==> src/rtl/csu_dac_sequencer.sv <==
// Power sequencing, code-to-enable mapping and glitch-limited thermometer ramping for the CSU DAC array.
// Define CSU_DEM_EN to rotate thermometer unit selection (dynamic element matching).
module csu_dac_sequencer #(
  parameter int SETTLE_CYCLES = 64,
  parameter int CODE_MAX      = 1151
) (
  input  logic        clk,
  input  logic        rst,
  input  logic        enable,
  input  logic        code_valid,
  input  logic [10:0] code,
  output logic        code_ready,
  input  logic        red_sel,
  input  logic [1:0]  atb_sel,
  output logic        pdb,
  output logic [1:0]  atb_ena,
  output logic [16:0] them_en,
  output logic [5:0]  bin_en,
  output logic        bin_red_en,
  output logic        active,
  output logic        code_sat
);

  localparam int          NU         = 17;
  localparam int          SW         = (SETTLE_CYCLES > 1) ? $clog2(SETTLE_CYCLES) : 1;
  localparam logic [10:0] CODE_MAX_L = 11'(CODE_MAX);

  typedef enum logic [2:0] {S_OFF, S_SETTLE, S_ACTIVE, S_RAMP, S_DOWN} state_t;

  state_t         state_q, state_d;
  logic [SW-1:0]  settle_q, settle_d;
  logic [4:0]     cnt_q, cnt_d;
  logic [4:0]     ptr_q, ptr_d;
  logic [4:0]     tgt_cnt_q, tgt_cnt_d;
  logic [5:0]     tgt_bin_q, tgt_bin_d;
  logic [5:0]     app_q, app_d;
  logic           pend_q, pend_d;
  logic           code_sat_q, code_sat_d;
  logic           pdb_q, pdb_d;
  logic           code_ready_q, code_ready_d;
  logic           active_q, active_d;
  logic [1:0]     atb_ena_q, atb_ena_d;
  logic [16:0]    them_en_q, them_en_d;
  logic [5:0]     bin_en_q, bin_en_d;
  logic           bin_red_en_q, bin_red_en_d;

  logic [10:0]    tgt_full;
  logic           go_down;

`ifdef CSU_DEM_EN
  logic [4:0]     ptr_inc;
  assign ptr_inc = (ptr_q == 5'd16) ? 5'd0 : ptr_q + 5'd1;
`endif

  always_comb begin
    state_d    = state_q;
    settle_d   = settle_q;
    cnt_d      = cnt_q;
    ptr_d      = ptr_q;
    tgt_cnt_d  = tgt_cnt_q;
    tgt_bin_d  = tgt_bin_q;
    app_d      = app_q;
    pend_d     = pend_q;
    code_sat_d = code_sat_q;
    go_down    = 1'b0;
    tgt_full   = (code > CODE_MAX_L) ? CODE_MAX_L : code;

    case (state_q)
      S_OFF: begin
        cnt_d  = '0;
        app_d  = '0;
        pend_d = 1'b0;
        if (enable) begin
          state_d  = S_SETTLE;
          settle_d = SW'(SETTLE_CYCLES - 1);
        end
      end
      S_SETTLE: begin
        if (!enable)
          state_d = S_OFF;
        else if (settle_q == '0)
          state_d = S_ACTIVE;
        else
          settle_d = settle_q - SW'(1);
      end
      S_ACTIVE: begin
        if (!enable) begin
          go_down = 1'b1;
        end else begin
          // Equal-count transfers apply their bits one edge after acceptance.
          if (pend_q) begin
            app_d  = tgt_bin_q;
            pend_d = 1'b0;
          end
          if (code_valid) begin
            tgt_cnt_d  = tgt_full[10:6];
            tgt_bin_d  = tgt_full[5:0];
            code_sat_d = (code > CODE_MAX_L);
            if (tgt_full[10:6] == cnt_q) begin
              pend_d = 1'b1;
            end else begin
              pend_d  = 1'b0;
              state_d = S_RAMP;
            end
          end
        end
      end
      S_RAMP: begin
        if (!enable) begin
          go_down = 1'b1;
        end else begin
          if (cnt_q < tgt_cnt_q) begin
            cnt_d = cnt_q + 5'd1;
          end else begin
            cnt_d = cnt_q - 5'd1;
`ifdef CSU_DEM_EN
            ptr_d = ptr_inc;
`endif
          end
          if (cnt_d == tgt_cnt_q) begin
            app_d   = tgt_bin_q;
            state_d = S_ACTIVE;
          end
        end
      end
      S_DOWN: go_down = 1'b1;
      default: state_d = S_OFF;
    endcase

    // Shutdown removes one unit per clock; pdb falls with the last one.
    if (go_down) begin
      state_d = S_DOWN;
      app_d   = '0;
      pend_d  = 1'b0;
      if (cnt_q != 5'd0) begin
        cnt_d = cnt_q - 5'd1;
`ifdef CSU_DEM_EN
        ptr_d = ptr_inc;
`endif
      end
      if (cnt_d == 5'd0)
        state_d = S_OFF;
    end

    pdb_d        = (state_d != S_OFF);
    code_ready_d = (state_d == S_ACTIVE);
    active_d     = (state_d == S_ACTIVE) || (state_d == S_RAMP);
    atb_ena_d    = active_d ? atb_sel : 2'b00;
    bin_en_d     = red_sel ? {app_d[5:1], 1'b0} : app_d;
    bin_red_en_d = red_sel & app_d[0];
  end

  // Unit gi is on when its distance past the pointer (mod 17) is below the count.
  for (genvar gi = 0; gi < NU; gi++) begin : g_unit
    localparam logic [4:0] IDX = 5'(gi);
    logic [5:0] wrap;
    logic [4:0] off;
    assign wrap          = {1'b0, IDX} + 6'd17 - {1'b0, ptr_d};
    assign off           = (IDX >= ptr_d) ? (IDX - ptr_d) : wrap[4:0];
    assign them_en_d[gi] = (off < cnt_d);
  end

  always_ff @(posedge clk) begin
    if (rst) begin
      state_q      <= S_OFF;
      settle_q     <= '0;
      cnt_q        <= '0;
      ptr_q        <= '0;
      tgt_cnt_q    <= '0;
      tgt_bin_q    <= '0;
      app_q        <= '0;
      pend_q       <= 1'b0;
      code_sat_q   <= 1'b0;
      pdb_q        <= 1'b0;
      code_ready_q <= 1'b0;
      active_q     <= 1'b0;
      atb_ena_q    <= 2'b00;
      them_en_q    <= '0;
      bin_en_q     <= '0;
      bin_red_en_q <= 1'b0;
    end else begin
      state_q      <= state_d;
      settle_q     <= settle_d;
      cnt_q        <= cnt_d;
      ptr_q        <= ptr_d;
      tgt_cnt_q    <= tgt_cnt_d;
      tgt_bin_q    <= tgt_bin_d;
      app_q        <= app_d;
      pend_q       <= pend_d;
      code_sat_q   <= code_sat_d;
      pdb_q        <= pdb_d;
      code_ready_q <= code_ready_d;
      active_q     <= active_d;
      atb_ena_q    <= atb_ena_d;
      them_en_q    <= them_en_d;
      bin_en_q     <= bin_en_d;
      bin_red_en_q <= bin_red_en_d;
    end
  end

  assign pdb        = pdb_q;
  assign code_ready = code_ready_q;
  assign active     = active_q;
  assign atb_ena    = atb_ena_q;
  assign them_en    = them_en_q;
  assign bin_en     = bin_en_q;
  assign bin_red_en = bin_red_en_q;
  assign code_sat   = code_sat_q;

endmodule

==> config.mk <==
export PLATFORM = sky130hd
export DESIGN_NAME = csu_dac_sequencer
export DESIGN_NICKNAME = d
export VERILOG_FILES = /design/src/rtl/csu_dac_sequencer.sv
export SDC_FILE = /design/constraint.sdc
export NUM_CORES = 1
export LEC_CHECK = 0
export CAP_MARGIN = 20
export CORE_MARGIN = 10
export CORE_UTILIZATION = 45
export CTS_CLUSTER_SIZE = 24
export DETAILED_ROUTE_END_ITERATION = 16
export PLACE_DENSITY = 0.76
export SLEW_MARGIN = 10
export SYNTH_ARGS = -nofsm -noshare
export SYNTH_HDL_FRONTEND = slang
export SYNTH_SLANG_ARGS = --single-unit
==> constraint.sdc <==
create_clock -name clk -period 5.49 [get_ports clk]
set_input_delay 1.3725 -clock clk [delete_from_list [all_inputs] [get_ports clk]]
set_output_delay 1.3725 -clock clk [all_outputs]
set_load 0.03 [all_outputs]
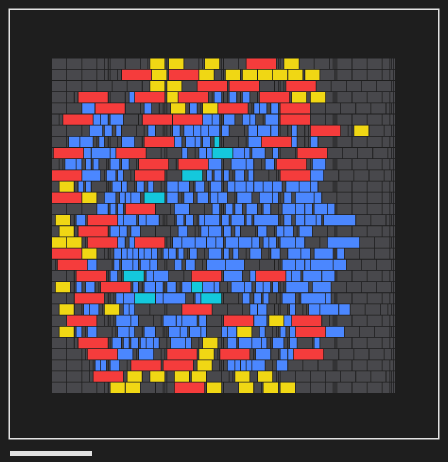
*Cell classes on the final placement*
Scale bar: 20 um. Fill, decap, tap and diode cells in gray.
cyan -> clock drivers and dummy loads  # cells 8, share of their area 2.6%
yellow -> other buffers and delay cells  # cells 48, share of their area 13%
red -> flops  # cells 56, share of their area 31%
blue -> combinational and other logic  # cells 300, share of their area 53%
utilization after layout: 0.542
final cell area excluding filler cells: 3700 um^2
std cell rows: 30
core outline area: 6830 um^2
sequential cell area share: 0.303

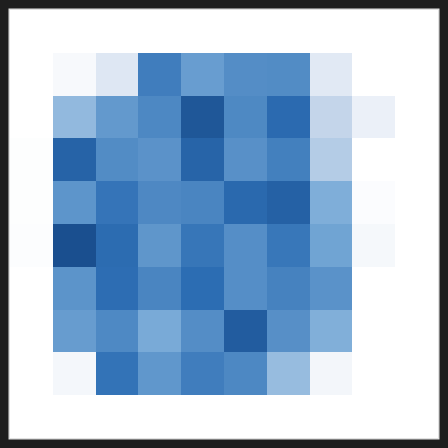
*Cell area per tile*
10 x 10 tiles, from white (low) to dark blue (high), 0 to 100% covered.
fullest tile = 88%
tiles over 75% full = 11%
densest ninth of the die = middle
nearly empty tiles = 42%
fraction of the core area occupied by cells at floorplan: 0.467

==> Table 3: Implementation characteristics <==
Physical implementation characteristics

Parameter                              Value

Drt
  Routed vias    2974
  Met1 Wirelength    3470 um
  Remaining routing DRC violations    0
  Detail Route Antenna Nets    0
  Met3 WL    373 um
  Detailed router's first-iteration violation count    309

Clock tree
  TritonCTS buffer count    5
  Maximum clock insertion buffer count    2
  Clock slew seen by the registers of the worst setup and hold paths    0.09 ns
  TritonCTS clock tree    done
  Post-CTS Repair Setup Buffers    0
  Number of buffers inserted for hold repair after clock tree synthesis    0
  CTS Sinks    56

STA
  Final Hold Viols    0
  Post-route clock skew    0.00406 ns
  RSZ-0062 raised after global routing    false
  Worst hold-check slack    0.463 ns
  Maximum clock frequency    277 MHz
  Final period utilization    0.658
  Setup_tns    0 ns
  Worst slew margin relative to its limit    0.491

Cells and area
  Number of nets in the finished design    439
  Antenna cells    0
  Area Overhead vs Synth    16.1%
  Layout cells sized above 1    0.0631

Place
  HPWL reported at the end of detailed placement    5830 um
  Total cell area at the placement stage    3610 um^2

Logic synthesis
  Mapped cell area    3190 um^2
  Average footprint of a synthesized cell    8.29 um^2
  YS warnings    0
  Proportion of register bits with asynchronous set or reset after synthesis    0
  Net Count, Synth    413
  Area figure in the yosys stat output    3190 um^2

GRT
  Initial antenna violation count    0

Setup path
  Number of cells on the worst reg-to-reg path    8
  WS Path Type    in -> reg
  Data arrival time of the worst path    3.83 ns
  Type of origin of the critical path    input pin
  CP required    5.71 ns
  Critical path cell sequence    clkdlybuf4s50_1 > nor3b_1 > o21a_1 > a21oi_1 > o22ai_1 > nor2_1 > a311oi_1
  Critical-path top delay cell    sky130_fd_sc_hd__o22ai_1

Pwr
  Max VDD drop    0.000141 V
  Total power draw    0.727 mW

Floorplan
  Die Wd    104 um
  Number of top-level design ports    48

Outcome
  Run status    completed

Flow run
  Max-Cap Viols    0

Min path
  Hold Path Depth    2
  Hold WC Path Type    reg -> reg
cells by family after synthesis:
| family | Yosys count | synth area share |
|---|---|---|
| DFF | 56 | 0.351 |
| and+or+nand+nor | 144 | 0.239 |
| adders and majority gates | 10 | 0.0392 |
| buffers and inverters | 42 | 0.0714 |
| xor gates and xnor gates | 12 | 0.0353 |
| muxes | 1 | 0.00314 |
| AOI/OAI and AO/OA | 120 | 0.260 |
power by group:
part	leakage (nW)	switching [mW]	internal, mW
Combinational	0.828	0.0407	0.0340
Clock	0.0445	0.127	0.103
Sequential	0.454	0.00806	0.414
routing by layer:
metal | global-route usage | up-vias
met3 | 0.0242 | 6
met1 | 0.173 | 1415
met4 | 0.0467 | 0
met2 | 0.235 | 92
li1 | - | 1461
met5 | 0 | -
flip-flops by register name, indices dropped and copies added (netlist names), 2 cells and up:
signal / cells
atb_ena: 2
tgt_cnt_q: 5
tgt_bin_q: 6
cnt_q: 4
state_q: 3
settle_q: 6
them_en: 17
app_q: 6
worst paths after layout:
| kind | start | to | slack [ns] |
|---|---|---|---|
| worst max-delay path | enable | them_en[16] | 1.88 |
| worst min-delay path | code_sat | code_sat | 0.46 |
| worst min register to register | code_sat | code_sat | 0.46 |
| worst max register to register | cnt_q[3] | app_q[2] | 2.22 |
cell usage in the layout, fill, tap and decap left out, drive strengths merged, types with 3 or more instances in the layout:
cell / instances
nand2b: 4
nand2: 33
nand3: 12
xor2: 3
o21ai: 13
a311o: 5
clkdlybuf4s50: 47
inv: 13
a21o: 5
dfxtp: 56
clkbuf: 7
a21oi: 40
ha: 10
xnor2: 9
or3: 3
and3: 5
nor4b: 3
nor2: 37
or2: 3
nand3b: 3
nor3: 15
a22oi: 5
nand4: 6
o31ai: 7
and2: 3
a211oi: 7
a31oi: 5
nor2b: 3
o22ai: 11
layout make-up:
type	instances	area (um^2)
repair buffers	48	478
inverters	13	48.8
clock buffers	7	86.3
fillers	672	3130
multi-input cells	287	1840
well taps	96	120
flip-flops and latches	56	1120
clock inverters	1	7.51
worst max-delay path, delay by kind of cell:
family,cells,cell delay [ns]
compound gates,4,1.32
buf+inv,1,0.61
simple gates,2,0.52
Power and IR drop assume default switching activity.
